--- config.mk ---
export PLATFORM = sky130hd
export DESIGN_NAME = lcd_bus_writer
export DESIGN_NICKNAME = d
export VERILOG_FILES = /design/src/rtl/lcd_pkg.sv /design/src/rtl/lcd_byte_fifo.sv /design/src/rtl/lcd_bus_writer.sv
export SDC_FILE = /design/constraint.sdc
export NUM_CORES = 1
export LEC_CHECK = 0
export CORE_MARGIN = 5
export CORE_UTILIZATION = 50
export DETAILED_ROUTE_END_ITERATION = 10
export MAX_ROUTING_LAYER = met4
export PLACE_DENSITY = 0.77
export REMOVE_ABC_BUFFERS = 1
export SYNTH_ARGS = -nofsm -noshare
export SYNTH_HDL_FRONTEND = slang
export SYNTH_SLANG_ARGS = --single-unit
--- constraint.sdc ---
create_clock -name i_clk -period 3.7 [get_ports i_clk]
set_input_delay 0.555 -clock i_clk [delete_from_list [all_inputs] [get_ports i_clk]]
set_output_delay 0.555 -clock i_clk [all_outputs]
set_load 0.02 [all_outputs]
--- src/rtl/lcd_pkg.sv ---
// Shared definitions for the LCD bus writer: FSM state encoding, FIFO entry
// layout and a small helper used for counter sizing.
package lcd_pkg;

    typedef enum logic [2:0] {
        ST_IDLE       = 3'd0,
        ST_WAIT_FMARK = 3'd1,
        ST_SETUP      = 3'd2,
        ST_WR_LOW     = 3'd3,
        ST_WR_HIGH    = 3'd4
    } lcd_state_t;

    // FIFO entry layout: {frame_start, rs, data[7:0]}
    localparam int ENTRY_W        = 10;
    localparam int ENTRY_DATA_LSB = 0;
    localparam int ENTRY_RS       = 8;
    localparam int ENTRY_FS       = 9;

    function automatic int max_int(input int a, input int b);
        return (a > b) ? a : b;
    endfunction

endpackage

--- src/rtl/lcd_byte_fifo.sv ---
// Single-clock FIFO holding LCD write entries, with occupancy output.
// A push is refused while full even if a pop happens in the same cycle.
module lcd_byte_fifo
    import lcd_pkg::*;
#(
    parameter int DEPTH = 16,
    localparam int AW = $clog2(DEPTH),
    localparam int LW = AW + 1
) (
    input  logic               clk,
    input  logic               rst_n,
    input  logic               push,
    input  logic [ENTRY_W-1:0] push_entry,
    input  logic               pop,
    output logic [ENTRY_W-1:0] head,
    output logic [LW-1:0]      level,
    output logic               full,
    output logic               empty
);

    logic [ENTRY_W-1:0] mem [DEPTH];
    logic [AW-1:0]      wr_ptr;
    logic [AW-1:0]      rd_ptr;
    logic               do_push;
    logic               do_pop;

    assign full    = (level == LW'(DEPTH));
    assign empty   = (level == '0);
    assign do_push = push && !full;
    assign do_pop  = pop && !empty;
    assign head    = mem[rd_ptr];

    // Storage array; contents need no reset since level guards every read.
    always_ff @(posedge clk) begin
        if (do_push) begin
            mem[wr_ptr] <= push_entry;
        end
    end

    // Pointers wrap naturally because DEPTH is a power of two.
    always_ff @(posedge clk or negedge rst_n) begin
        if (!rst_n) begin
            wr_ptr <= '0;
            rd_ptr <= '0;
            level  <= '0;
        end else begin
            if (do_push) wr_ptr <= wr_ptr + AW'(1);
            if (do_pop)  rd_ptr <= rd_ptr + AW'(1);
            case ({do_push, do_pop})
                2'b10:   level <= level + LW'(1);
                2'b01:   level <= level - LW'(1);
                default: level <= level;
            endcase
        end
    end

endmodule

--- src/rtl/lcd_bus_writer.sv ---
// Buffers command/data bytes and replays each as an 8080-style write cycle
// (SETUP, WR_LOW, WR_HIGH) on the LCD pins. When LCD_BUS_WRITER_FMARK_SYNC_EN
// is defined, a frame_start byte is held in WAIT_FMARK until a rising edge of
// the synchronised tearing signal; otherwise the frame_start bit is ignored.
module lcd_bus_writer
    import lcd_pkg::*;
#(
    parameter int FIFO_DEPTH     = 16,
    parameter int WR_LOW_CYCLES  = 2,
    parameter int WR_HIGH_CYCLES = 2
) (
    input  logic                        i_clk,
    input  logic                        i_reset_n,
    input  logic                        i_valid,
    input  logic [7:0]                  i_data,
    input  logic                        i_rs,
    input  logic                        i_frame_start,
    output logic                        o_ready,
    input  logic                        i_lcd_fmark,
    output logic                        o_lcd_wr,
    output logic                        o_lcd_rs,
    output logic [7:0]                  o_lcd_data,
    output logic                        o_busy,
    output logic [$clog2(FIFO_DEPTH):0] o_fifo_level
);

    localparam int MAX_CYC = max_int(WR_LOW_CYCLES, WR_HIGH_CYCLES);
    localparam int CNT_W   = $clog2(MAX_CYC) + 1;

    lcd_state_t         state;
    lcd_state_t         state_next;
    lcd_state_t         pop_target;
    logic [CNT_W-1:0]   cnt;
    logic [CNT_W-1:0]   cnt_next;
    logic               pop;
    logic [ENTRY_W-1:0] head;
    logic               full;
    logic               empty;
    logic               wr_q;
    logic               rs_q;
    logic [7:0]         data_q;

    lcd_byte_fifo #(
        .DEPTH (FIFO_DEPTH)
    ) u_fifo (
        .clk        (i_clk),
        .rst_n      (i_reset_n),
        .push       (i_valid),
        .push_entry ({i_frame_start, i_rs, i_data}),
        .pop        (pop),
        .head       (head),
        .level      (o_fifo_level),
        .full       (full),
        .empty      (empty)
    );

    assign o_ready    = !full;
    assign o_busy     = (state != ST_IDLE) || !empty;
    assign o_lcd_wr   = wr_q;
    assign o_lcd_rs   = rs_q;
    assign o_lcd_data = data_q;

`ifdef LCD_BUS_WRITER_FMARK_SYNC_EN
    logic fmark_meta;
    logic fmark_sync;
    logic fmark_prev;
    logic fmark_rise;

    // Two-flop synchroniser plus delayed copy for rising-edge detection.
    always_ff @(posedge i_clk or negedge i_reset_n) begin
        if (!i_reset_n) begin
            fmark_meta <= 1'b0;
            fmark_sync <= 1'b0;
            fmark_prev <= 1'b0;
        end else begin
            fmark_meta <= i_lcd_fmark;
            fmark_sync <= fmark_meta;
            fmark_prev <= fmark_sync;
        end
    end

    // Edges outside WAIT_FMARK are simply not looked at, so nothing latches.
    assign fmark_rise = fmark_sync && !fmark_prev;
    assign pop_target = head[ENTRY_FS] ? ST_WAIT_FMARK : ST_SETUP;
`else
    logic unused_fmark;

    assign unused_fmark = ^{i_lcd_fmark, head[ENTRY_FS]};
    assign pop_target   = ST_SETUP;
`endif

    // Next-state, counter reload and FIFO pop decision.
    always_comb begin
        state_next = state;
        cnt_next   = cnt;
        pop        = 1'b0;
        case (state)
            ST_IDLE: begin
                if (!empty) begin
                    pop        = 1'b1;
                    state_next = pop_target;
                end
            end
`ifdef LCD_BUS_WRITER_FMARK_SYNC_EN
            ST_WAIT_FMARK: begin
                if (fmark_rise) state_next = ST_SETUP;
            end
`endif
            ST_SETUP: begin
                state_next = ST_WR_LOW;
                cnt_next   = CNT_W'(WR_LOW_CYCLES - 1);
            end
            ST_WR_LOW: begin
                if (cnt == '0) begin
                    state_next = ST_WR_HIGH;
                    cnt_next   = CNT_W'(WR_HIGH_CYCLES - 1);
                end else begin
                    cnt_next = cnt - CNT_W'(1);
                end
            end
            ST_WR_HIGH: begin
                if (cnt == '0) begin
                    // Chain straight into the next byte to avoid an IDLE bubble.
                    if (!empty) begin
                        pop        = 1'b1;
                        state_next = pop_target;
                    end else begin
                        state_next = ST_IDLE;
                    end
                end else begin
                    cnt_next = cnt - CNT_W'(1);
                end
            end
            default: state_next = ST_IDLE;
        endcase
    end

    // State, counter and registered strobe; reset aborts any write with wr high.
    always_ff @(posedge i_clk or negedge i_reset_n) begin
        if (!i_reset_n) begin
            state <= ST_IDLE;
            cnt   <= '0;
            wr_q  <= 1'b1;
        end else begin
            state <= state_next;
            cnt   <= cnt_next;
            wr_q  <= (state_next != ST_WR_LOW);
        end
    end

    // Output bus only changes on a pop, which never happens while wr is low.
    always_ff @(posedge i_clk or negedge i_reset_n) begin
        if (!i_reset_n) begin
            rs_q   <= 1'b0;
            data_q <= 8'h00;
        end else if (pop) begin
            rs_q   <= head[ENTRY_RS];
            data_q <= head[ENTRY_DATA_LSB +: 8];
        end
    end

endmodule
Fig. 1: register map, names as in the netlist
Scale: 4 px per um.
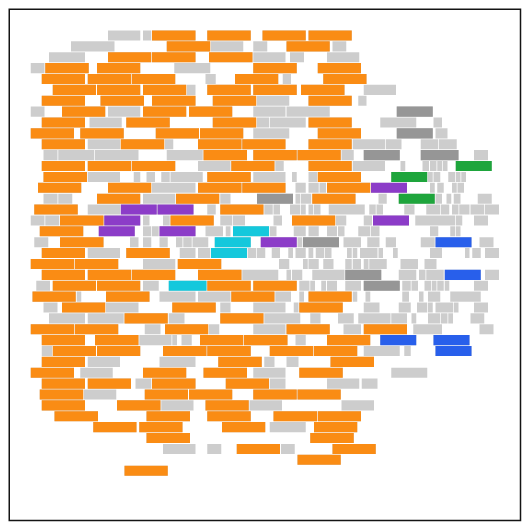
netlist name	colour	placed flops
u_fifo.mem	orange	144
u_fifo.rd_ptr	cyan	4
u_fifo.level	blue	5
o_lcd_data	purple	8
state	green	3
not coloured	8
Register Area: 5030 um2
Seq power: 2.74 mW
sequential share of cell area: 62.1%
Core Util, Final: 59.0%

Fig. 2: PDN straps and rails
Scale: 3 px per um. Pins as bars on the die edge.
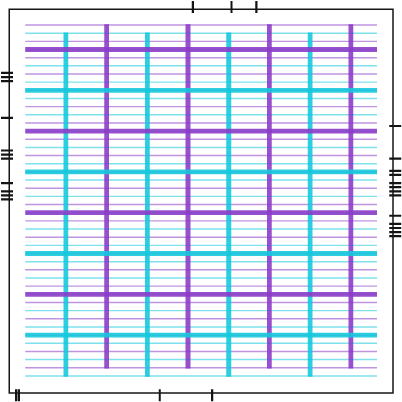
net	colour
VSS	cyan
VDD	purple
signal pins	31
met1 rails	44
rows	43
met5 straps	8
Die Ht: 127 um
CORE AREA: 13700 um2

Fig. 3: clock wires, drivers and flops
Scale: 4 px per um.
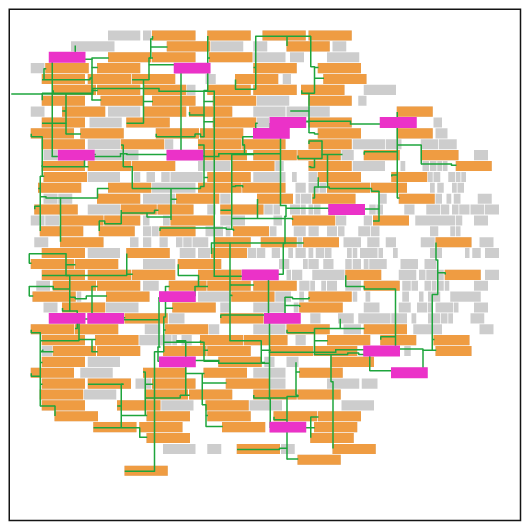
[clock-net drivers] magenta | count: 17
[clock wires] green | length: 1800 um
[flip-flops] orange | count: 172
routed clock nets	18
clock share of power: 29.1%
Clock net power: 1.90 mW
Insertion Delay late pin: 0.42 ns
Setup Skew: 0.00641 ns

==> results.txt <==
impl run done, here's what came out: Post-synth ARST share=16.3%, Final non-clock buffer share=5.50%, ao+oa area frac=4.12%, Worst Path Max Fanout=9, Yosys Warn Count=0, Worst Hold Depth=1, final wirelength=13000 um, synth unique cells=37, Layout area overhead=17.5%, yosys synthesis chip area=6890 um2, dpl cell area=7460 um2, Main logic family=multiplexers, Ports=31, Fillers=980, FMAX=0.322 GHz, starting DRC count in detailed routing=259, Synth top cell by count=edfxtp_1, Overflow after GRT=0, Hold Violations, Final=0, global-route wire length before repair=20100 um, cell internal pwr=4.51 mW, area leader, netlist=edfxtp_1, FF-to-FF path depth=12, Buffers excl. clock=50, Largest stage delay, worst path=0.45 ns, # diodes=0, CP Buf/Inv Count=2, Initial Utilization=50.2%, Comb/total area=21.3%, xor/xnor share=1.27%, VDD IR max=0.654 mV, Final min period=3.11 ns, Synth Cell Area=6890 um2, WP depth=12, top cells by count, synth=144 x edfxtp_1, 36 x mux4_2, 27 x dfrtp_1, comb pwr=1.88 mW, DR vias=3494, WP data arrival=3.42 ns, Total GRT Usage=17.7%, Reg2Reg Setup Slack=0.59 ns, met3 WL post-DR=635 um, met3 Track Usage GR=4.97%, largest net degree at the start of global routing=25, worst-path cell chain=nor4_4 -> nand2_1 -> and2_1 -> inv_1 -> ha_1 -> inv_1 -> fa_1 -> nor2b_1 -> o21ai_0 -> nand3_1 -> or3b_2 -> xnor2_1, register area share after synthesis=72.9%, yosys adder share=2.29%, GPL Wtd Cong=0.800, Metal-1 WL=5440 um, comb_multi_in=166, Pwr top=registers, CTS tree=done, mux share=13.4%, WP data required=4.01 ns, GR Util met1=21.7%, Post-CTS Setup Bufs=0, Design Area, Final=8100 um2, tap cells=180, Die Width=127 um, startpoint types=flop, Gate Area=1720 um2, hold path start=u_fifo.level[4], Hold Buf Count CTS=0, sequential share of power=42.1%, RSZ-0062 raised after global routing=no, most numerous logic cell after layout=edfxtp_1, Residual DRC=0, max-cap violations=0, chip area=16200 um2, Num CTS Buffers=17, power share of the combinational group=28.8%, status=finished, final reports clean, top cells, area=edfxtp_1 63%, mux4_2 12%, dfrtp_1 9.8%, ha_1 2.0%, mux2_2 1.6%, post-CTS sizing=0, top cell category=sequential cells, Non-clock inverters=11, FF-to-FF End=u_fifo.level[4], and+or+nand+nor area frac=3.92%, Avg Cell Area, Syn=18.7 um2, setup_tns=0 ns, PwrDens=805 nW/um2, top sig layer=met4, CTS Root Buffer Type=clkbuf_16, leakage power=2.74 nW, Post-synth EDFFs=144, port bufs=28, clock buf count=18, delay-heaviest family, CP=simple AND/OR/NAND/NOR gates, clock network area share=7.85%, Yosys reg bits=172, worst r2r src=u_fifo.level[1], Placed Cells=579, most used cell, CP=inv_1, Sw Share=30.8%, clk slew on worst S/H paths=0.06 ns, Detail Route met2 WL=6680 um, layout cells sized above 1=24.6%, DRT Pass-1 Iters=4, Vias/cell=5.72, most frequent cells in the layout=144 x edfxtp_1, 36 x mux4_2, 28 x clkdlybuf4s50_1, 26 x dfrtp_1, 22 x buf_4, Setup crit start=u_fifo.level[1]
Power and IR drop assume default switching activity.
